A small window of the routed layout:
Window x 156 to 186, y 224 to 254 um. Cells in grey, sequential cells in the stronger grey; small squares are vias.
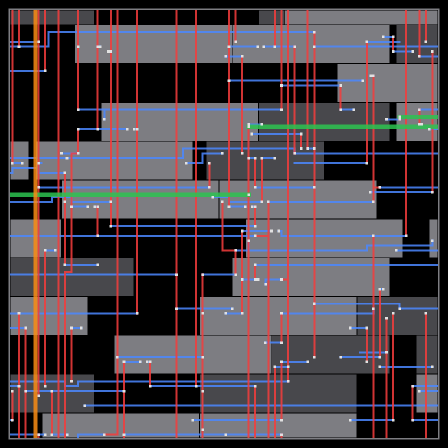
Routed metal, one colour a layer:
(1 px per um) Two of the layers only.
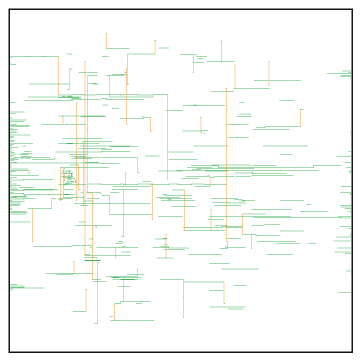
===== config.mk =====
export PLATFORM = sky130hd
export DESIGN_NAME = regfile_trace_buffer
export DESIGN_NICKNAME = d
export VERILOG_FILES = /design/src/rtl/regfile_trace_buffer.sv
export SDC_FILE = /design/constraint.sdc
export NUM_CORES = 1
export LEC_CHECK = 0
export CORE_MARGIN = 3
export CORE_UTILIZATION = 40
export CTS_CLUSTER_SIZE = 25
export DETAILED_ROUTE_END_ITERATION = 8
export GPL_ROUTABILITY_DRIVEN = 0
export SLEW_MARGIN = 20
export SYNTH_ARGS = -nofsm -noshare
export SYNTH_HDL_FRONTEND = slang
export SYNTH_SLANG_ARGS = --single-unit

===== constraint.sdc =====
create_clock -name clk -period 7.05 [get_ports clk]
set_input_delay 1.41 -clock clk [delete_from_list [all_inputs] [get_ports clk]]
set_output_delay 1.41 -clock clk [all_outputs]
set_load 0.05 [all_outputs]

===== src/rtl/regfile_trace_buffer.sv =====
// regfile_trace_buffer: records register-file writeback events (pc, reg, data) into an armed/triggered trace FIFO.
// Latency: an event sampled at a rising edge is presented on rd_* (show-ahead) right after that edge.
// Backpressure: consumer pops with rd_valid & rd_ready; on full, capture stops (WRAP=0) or overwrites the oldest (WRAP=1).
module regfile_trace_buffer #(
  parameter int DATA_W  = 32,
  parameter int RADDR_W = 5,
  parameter int DEPTH   = 16,
  parameter int WRAP    = 0
) (
  input  logic                     clk,
  input  logic                     reset,
  input  logic                     arm,
  input  logic                     trig_en,
  input  logic [DATA_W-1:0]        trig_pc,
  input  logic                     cmt_valid,
  input  logic [DATA_W-1:0]        cmt_pc,
  input  logic                     cmt_we,
  input  logic [RADDR_W-1:0]       cmt_waddr,
  input  logic [DATA_W-1:0]        cmt_wdata,
  input  logic                     rd_ready,
  output logic                     rd_valid,
  output logic [DATA_W-1:0]        rd_pc,
  output logic [RADDR_W-1:0]       rd_waddr,
  output logic [DATA_W-1:0]        rd_wdata,
  output logic [$clog2(DEPTH):0]   count,
  output logic [1:0]               state,
  output logic [15:0]              dropped
);

  localparam int PTR_W = $clog2(DEPTH);
  localparam int CNT_W = PTR_W + 1;
  localparam bit WRAP_EN = (WRAP != 0);
  localparam logic [CNT_W-1:0] FULL_CNT = CNT_W'(DEPTH);
  localparam logic [CNT_W-1:0] CNT_ONE  = CNT_W'(1);
  localparam logic [PTR_W-1:0] PTR_ONE  = PTR_W'(1);

  typedef enum logic [1:0] {
    S_IDLE    = 2'd0,
    S_ARMED   = 2'd1,
    S_CAPTURE = 2'd2,
    S_DONE    = 2'd3
  } state_e;

  state_e             state_q, state_d;
  logic [PTR_W-1:0]   wptr_q, wptr_d;
  logic [PTR_W-1:0]   rptr_q, rptr_d;
  logic [CNT_W-1:0]   count_q, count_d;
  logic [15:0]        dropped_q, dropped_d;
  logic [DATA_W-1:0]  trig_pc_q, trig_pc_d;

  logic [DATA_W-1:0]  mem_pc_q    [DEPTH];
  logic [RADDR_W-1:0] mem_waddr_q [DEPTH];
  logic [DATA_W-1:0]  mem_wdata_q [DEPTH];

  logic qual;       // event worth recording: a real register write, never $0
  logic trig_hit;   // armed and the retiring PC matches the latched trigger
  logic cap_cycle;  // this cycle's event is eligible for recording
  logic full;
  logic pop;
  logic push;       // normal write into a free (or simultaneously freed) slot
  logic ovw;        // circular mode: full, no pop, oldest entry is replaced
  logic drop;
  logic wr_en;

  assign qual      = cmt_valid & cmt_we & (cmt_waddr != '0);
  assign trig_hit  = (state_q == S_ARMED) & cmt_valid & (cmt_pc == trig_pc_q);
  assign cap_cycle = (state_q == S_CAPTURE) | trig_hit;
  assign full      = (count_q == FULL_CNT);
  assign wr_en     = push | ovw;

  // Show-ahead read port; valid depends only on registered occupancy, never on rd_ready.
  assign rd_valid = (count_q != '0);
  assign rd_pc    = rd_valid ? mem_pc_q[rptr_q]    : '0;
  assign rd_waddr = rd_valid ? mem_waddr_q[rptr_q] : '0;
  assign rd_wdata = rd_valid ? mem_wdata_q[rptr_q] : '0;

  assign count   = count_q;
  assign state   = state_q;
  assign dropped = dropped_q;

  // Next-state: arm flushes and restarts; otherwise push/pop/drop bookkeeping and FSM advance.
  always_comb begin
    state_d   = state_q;
    wptr_d    = wptr_q;
    rptr_d    = rptr_q;
    count_d   = count_q;
    dropped_d = dropped_q;
    trig_pc_d = trig_pc_q;
    pop       = 1'b0;
    push      = 1'b0;
    ovw       = 1'b0;
    drop      = 1'b0;

    if (arm) begin
      // Same-cycle events and pops are deliberately ignored so the new session starts clean.
      state_d   = trig_en ? S_ARMED : S_CAPTURE;
      wptr_d    = '0;
      rptr_d    = '0;
      count_d   = '0;
      dropped_d = '0;
      trig_pc_d = trig_pc;
    end else begin
      pop = rd_valid & rd_ready;

      if (cap_cycle && qual) begin
        // A pop in the same cycle frees a slot, so a full buffer can still accept the push.
        if (!full || pop) begin
          push = 1'b1;
        end else begin
          drop = 1'b1;
          ovw  = WRAP_EN;
        end
      end else if ((state_q == S_DONE) && qual) begin
        drop = 1'b1;
      end

      if (push || ovw) wptr_d = wptr_q + PTR_ONE;
      if (pop || ovw)  rptr_d = rptr_q + PTR_ONE;

      if (push && !pop) begin
        count_d = count_q + CNT_ONE;
      end else if (pop && !push) begin
        count_d = count_q - CNT_ONE;
      end

      if (drop && (dropped_q != 16'hFFFF)) dropped_d = dropped_q + 16'd1;

      if (trig_hit) state_d = S_CAPTURE;
      // Stop-on-full: the session ends on the edge the buffer fills.
      if (!WRAP_EN && cap_cycle && (count_d == FULL_CNT)) state_d = S_DONE;
    end
  end

  // Control registers with synchronous reset.
  always_ff @(posedge clk) begin
    if (reset) begin
      state_q   <= S_IDLE;
      wptr_q    <= '0;
      rptr_q    <= '0;
      count_q   <= '0;
      dropped_q <= '0;
      trig_pc_q <= '0;
    end else begin
      state_q   <= state_d;
      wptr_q    <= wptr_d;
      rptr_q    <= rptr_d;
      count_q   <= count_d;
      dropped_q <= dropped_d;
      trig_pc_q <= trig_pc_d;
    end
  end

  // Trace storage; contents need no reset because rd_* are masked while empty.
  always_ff @(posedge clk) begin
    if (!reset && wr_en) begin
      mem_pc_q[wptr_q]    <= cmt_pc;
      mem_waddr_q[wptr_q] <= cmt_waddr;
      mem_wdata_q[wptr_q] <= cmt_wdata;
    end
  end

endmodule


==> reports/results.txt <==
Antenna violations before repair -> 3
# Taps -> 1488
Switching pwr -> 3410 uW
Status -> complete, no violations
Pre-antenna DRT Iters -> 5
Drt total wl -> 102 mm
Power Internal -> 11700 uW
Pre-CTS setup slack -> 1.12 ns
Max_cap viols -> 0
Final min period -> 5.74 ns
CTS tree -> built
CP startpoint kind -> register
Clock power frac -> 40.4%
Pwr/cell area -> 284 nW/um^2
Min-delay src -> dropped[5]
Clk slew on worst S/H paths -> 0.06 ns
CP Buf/Inv Count -> 2
Via-per-instance ratio -> 5.43
Cell area after synthesis -> 45100 um^2
Fin nets -> 2386
Clk_skew -> 0.0228 ns
Core Rows -> 122
Critical Path RT -> 5.64 ns
Worst-case clock buffer depth -> 3
Notes on 'a small window of the routed layout' above:
Key: blue = metal 1; orange = metal 4; green = metal 3; red = metal 2
Sequential cells in the window: 13. Most frequent: edfxtp_1 (13), mux4_2 (4), clkbuf_16 (2). 20 logic cells have their middle in the window. Netlist names of flops here include mem_waddr_q (10), mem_wdata_q (3).

Notes on 'routed metal, one colour a layer' above:
Key: green = metal 3 [wire length 6390 um]; orange = metal 4 [wire length 1750 um]

worst reg2reg max path: cells and delay by family, from the launching register on:
| family | cells | cell delay [ns] |
|---|---|---|
| flip-flops | 1 | 0.47 |
| XOR/XNOR | 1 | 0.16 |
| AND-OR/OR-AND | 1 | 0.37 |
| buffers and inverters | 1 | 0.49 |
| AND/OR/NAND/NOR | 5 | 2.11 |
power by group through the flow:
| stage | logic (uW) | clock network [uW] | registers [uW] |
|---|---|---|---|
| 4_1_cts | 1380 | 6260 | 7650 |
| 3_3_place_gp | 1360 | 0 | 7800 |
| 5_1_grt | 1440 | 6540 | 7650 |
| 6_report | 1350 | 6110 | 7650 |
| 3_5_place_dp | 1380 | 0 | 7800 |
| 2_1_floorplan | 818 | 0 | 7790 |
Power is estimated from default activity; no workload was simulated.
